$ cat src/rtl/pkg_system_mdr.sv
// pkg_system_mdr: shared types and constants for the MDR result path
package pkg_system_mdr;
  localparam int DW_BCD = 16;
  localparam int ND_BCD = 5;
  localparam int CW_BCD = $clog2(DW_BCD + 1);
  typedef enum logic [1:0] {IDLE, SHIFT, DONE} bcd_state_t;
  typedef struct packed {
    logic [DW_BCD-1:0] mag;
    logic [4*ND_BCD-1:0] bcd;
    logic [CW_BCD-1:0] cnt;
  } bcd_work_t;
endpackage

$ cat src/rtl/add_con.sv
// add_con: double-dabble digit adjust, adds 3 to any digit above 4
module add_con (
  input  logic [3:0] a,
  output logic [3:0] y
);
  assign y = a > 4'd4 ? a + 4'd3 : a;
endmodule

$ cat src/rtl/bin_to_bcd_seq.sv
// bin_to_bcd_seq: signed binary to sign+BCD converter, one double-dabble step per clock
module bin_to_bcd_seq
  import pkg_system_mdr::*;
#(
  parameter int DW = DW_BCD,
  parameter int ND = ND_BCD
) (
  input  logic            clk,
  input  logic            rst,
  input  logic            i_start,
  input  logic [DW-1:0]   i_data,
  output logic            o_busy,
  output logic            o_done,
  output logic            o_sign,
  output logic [4*ND-1:0] o_bcd
);
  localparam int CW = $clog2(DW + 1);
  bcd_state_t state_q, state_d;
  bcd_work_t work_q, work_d;
  logic neg_q, neg_d, sign_d;
  logic [4*ND-1:0] adj, bcd_d;
  logic [DW-1:0] mag;
  assign mag = i_data[DW-1] ? -i_data : i_data;
  for (genvar d = 0; d < ND; d++) begin : g_dig
    add_con u_add (.a(work_q.bcd[4*d +: 4]), .y(adj[4*d +: 4]));
  end
  assign o_busy = state_q != IDLE;
  assign o_done = state_q == DONE;
  always_comb begin
    state_d = state_q;
    work_d = work_q;
    neg_d = neg_q;
    bcd_d = o_bcd;
    sign_d = o_sign;
    case (state_q)
      IDLE: if (i_start) begin
        work_d.mag = mag;
        work_d.bcd = '0;
        work_d.cnt = '0;
        neg_d = i_data[DW-1];
        state_d = SHIFT;
      end
      SHIFT: begin
        work_d.bcd = {adj[4*ND-2:0], work_q.mag[DW-1]};
        work_d.mag = work_q.mag << 1;
        work_d.cnt = work_q.cnt + 1'b1;
        if (work_q.cnt == CW'(DW - 1)) begin
          bcd_d = work_d.bcd;
          sign_d = neg_q;
          state_d = DONE;
        end
      end
      default: state_d = IDLE;
    endcase
  end
  always_ff @(posedge clk or posedge rst)
    if (rst) begin
      state_q <= IDLE;
      work_q <= '0;
      neg_q <= 1'b0;
      o_bcd <= '0;
      o_sign <= 1'b0;
    end else begin
      state_q <= state_d;
      work_q <= work_d;
      neg_q <= neg_d;
      o_bcd <= bcd_d;
      o_sign <= sign_d;
    end
endmodule

$ cat config.mk
export PLATFORM = sky130hd
export DESIGN_NAME = bin_to_bcd_seq
export DESIGN_NICKNAME = d
export VERILOG_FILES = /design/src/rtl/pkg_system_mdr.sv /design/src/rtl/add_con.sv /design/src/rtl/bin_to_bcd_seq.sv
export SDC_FILE = /design/constraint.sdc
export NUM_CORES = 1
export LEC_CHECK = 0
export CORE_UTILIZATION = 29
export DETAILED_ROUTE_END_ITERATION = 8
export GPL_TIMING_DRIVEN = 1
export PLACE_DENSITY = 0.55
export SYNTH_ARGS = -nofsm -noshare
export SYNTH_HDL_FRONTEND = slang
export SYNTH_SLANG_ARGS = --single-unit
$ cat constraint.sdc
create_clock -name clk -period 6.5 [get_ports clk]
set_input_delay 1.3 -clock clk [delete_from_list [all_inputs] [get_ports clk]]
set_output_delay 1.3 -clock clk [all_outputs]
set_load 0.03 [all_outputs]
==> results.cfg <==
; physical design summary
[cts]
h-tree-depth = 3
cts_hold_buf = 0
clkTransAtPathRegs_ns = 0.05
cts_tree = built
root_buffer = clkbuf_16
cts.path.max_buffers = 2
cts_buffers = 9

[grt]
use_met1_pct = 16.9
grt_max_degree = 66
met2_usage_pct = 21.5
overflow = 0
top_usage_layer = met2
grt_pass1_vias = 2556

[setup_path]
end_kind = primary output
crit_start = state_q[0]
path_class = register to primary output
critPathTopFamily = buffers and inverters
critPathRequiredTime_ns = 5.20
crit_buf_inv = 1
worstPathArrival_ns = 1.66
r2r_slack_ns = 4.09

[placement]
dp_slack_ns = 3.31
post_dp_cell_area_mm2 = 0.00391
dp_cells = 513

[pwr]
power.total_mw = 2.18
pwr-share-clk_pct = 21.5

[sta]
fin_setup_tns_ns = 0
worst_hold_slack_ns = 0.472
fin_worst_skew_ns = 0.00636
drv_slew = 0
rsz0062_at_grt = false

[outcome]
status = finished, final reports clean

[finish]
logic_area_mm2 = 0.00156
final_nets = 416
fillers = 1148

[flow_run]
cap_violations = 0

[detailed_routing]
wl_met3_um = 256
wl_met1_mm = 3.45
drc_errors = 0

[synthesis]
netlist_top_cells_area = dfrtp_1 (49%), o21ai_0 (5.4%), ha_1 (4.9%), nand2_1 (3.5%), nand3_1 (3.4%)
ff_type = dfrtp_1
top_cell = dfrtp_1
netlist_instances = 345
top_area_share_pct = 48.5
ys_warn_count = 0
avgSynthCellArea_um2 = 9.72
synthArstFlopShare_pct = 100

[floorplan]
die_w_um = 110
core_mm2 = 0.0110
==> layout make-up <==
type,count,area share (%)
flip-flops and latches,65,38.8
multi-input cells,237,37.2
repair buffers,46,10.7
clock buffers,13,5.96
well taps,140,4.17
inverters,25,2.24
clock inverters,3,0.954
==> layout by cell type (no fill, tap or decap), types with 2 or more instances in the layout <==
master           count
o21ai_1             22
o31ai_1              3
a21oi_1             11
nand2b_1             4
clkbuf_1             3
or4_4                2
o21ai_0             36
mux2i_1              2
nor2_1               9
nor3b_1              2
nand3_1             23
inv_1               23
xor2_1               6
a22oi_1             14
nor3_1               6
nand2_1             31
a22o_1               3
dfrtp_1             65
buf_4                5
inv_2                2
ha_1                13
xnor2_1              6
a211o_1              3
nor2b_1              5
o21bai_1             2
clkinv_2             2
nand4_1              6
clkdlybuf4s50_1     41
clkbuf_16            9
or3b_1               2
and3_1               2
o211ai_1             3
mux2_2              10
==> flip-flops by register name (all words and copies together), names as in the netlist <==
name	flops
o_sign	1
o_bcd	20
state_q	2
work_q	41
neg_q	1
==> kinds of logic after synthesis <==
| kind of cell | share of synthesized area, % |
|---|---|
| multiplexers | 4.29 |
| flip-flops | 48.5 |
| AND/OR/NAND/NOR | 16.5 |
| AND-OR/OR-AND | 17.8 |
| XOR/XNOR | 3.14 |
| buffers and inverters | 4.85 |
| adder cells (fa/ha/maj) | 4.85 |
==> power groups by stage <==
stage / clock network [mW] / logic (mW) / registers (mW)
after floorplan: 0 / 0.579 / 0.828
after global placement: 0 / 0.969 / 0.726
after detailed placement: 0 / 0.997 / 0.734
after CTS: 0.482 / 0.997 / 0.728
after global routing: 0.494 / 1.11 / 0.756
final: 0.469 / 0.982 / 0.726
Fig. 1: metal 1
(3 px per µm) Cells faint in the background.
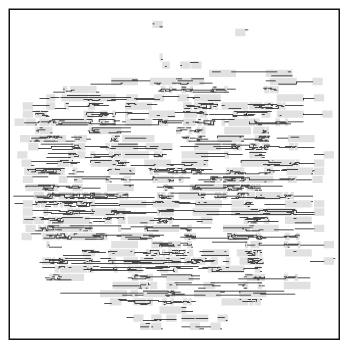
share of all routed wire: 49%
wire length on this layer: 3450 µm
nets with wire on the layer: 363

Fig. 2: met2 routing
(4 px per µm)
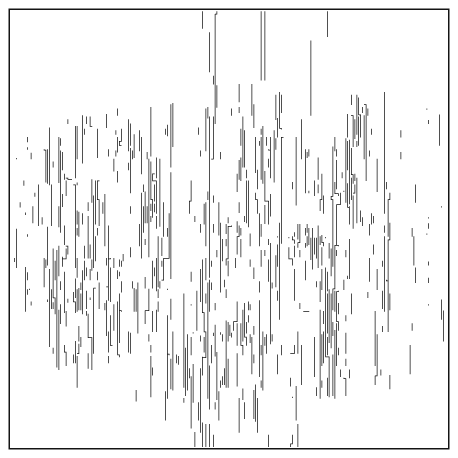
share of all routed wire: 46%
wire length on this layer: 3240 µm
main direction: vertical

Fig. 3: met3 routing
(2 px per µm) Cells faint in the background.
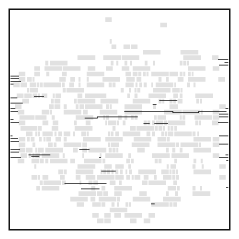
longest straight run: 24.2 µm
main direction: horizontal

Fig. 4: ports around the boundary
(4 px per µm) Pins as bars across the die edge, other pins in gray.
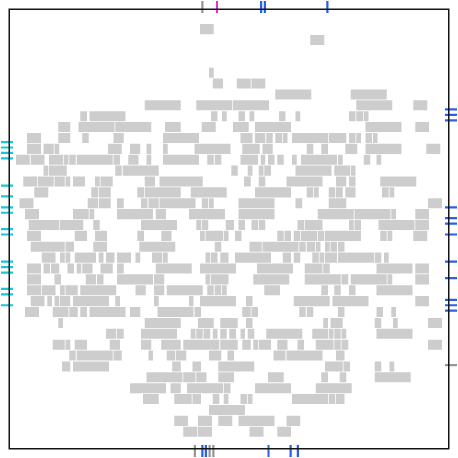
[blue] o_bcd | pins: 20 | direction: output | edge: 12 right, 5 bottom, 3 top
[cyan] i_data | pins: 16 | direction: input | edge: left
[magenta] o_sign | pins: 1 | direction: output | edge: top

Fig. 5: routing congestion map
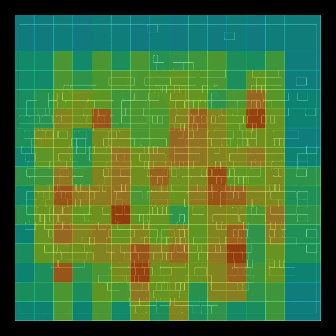
met3 Resource Use GR: 2.37%
WL/cell: 13.4 µm

No activity file was given, so power comes from the tool's default toggle rates.
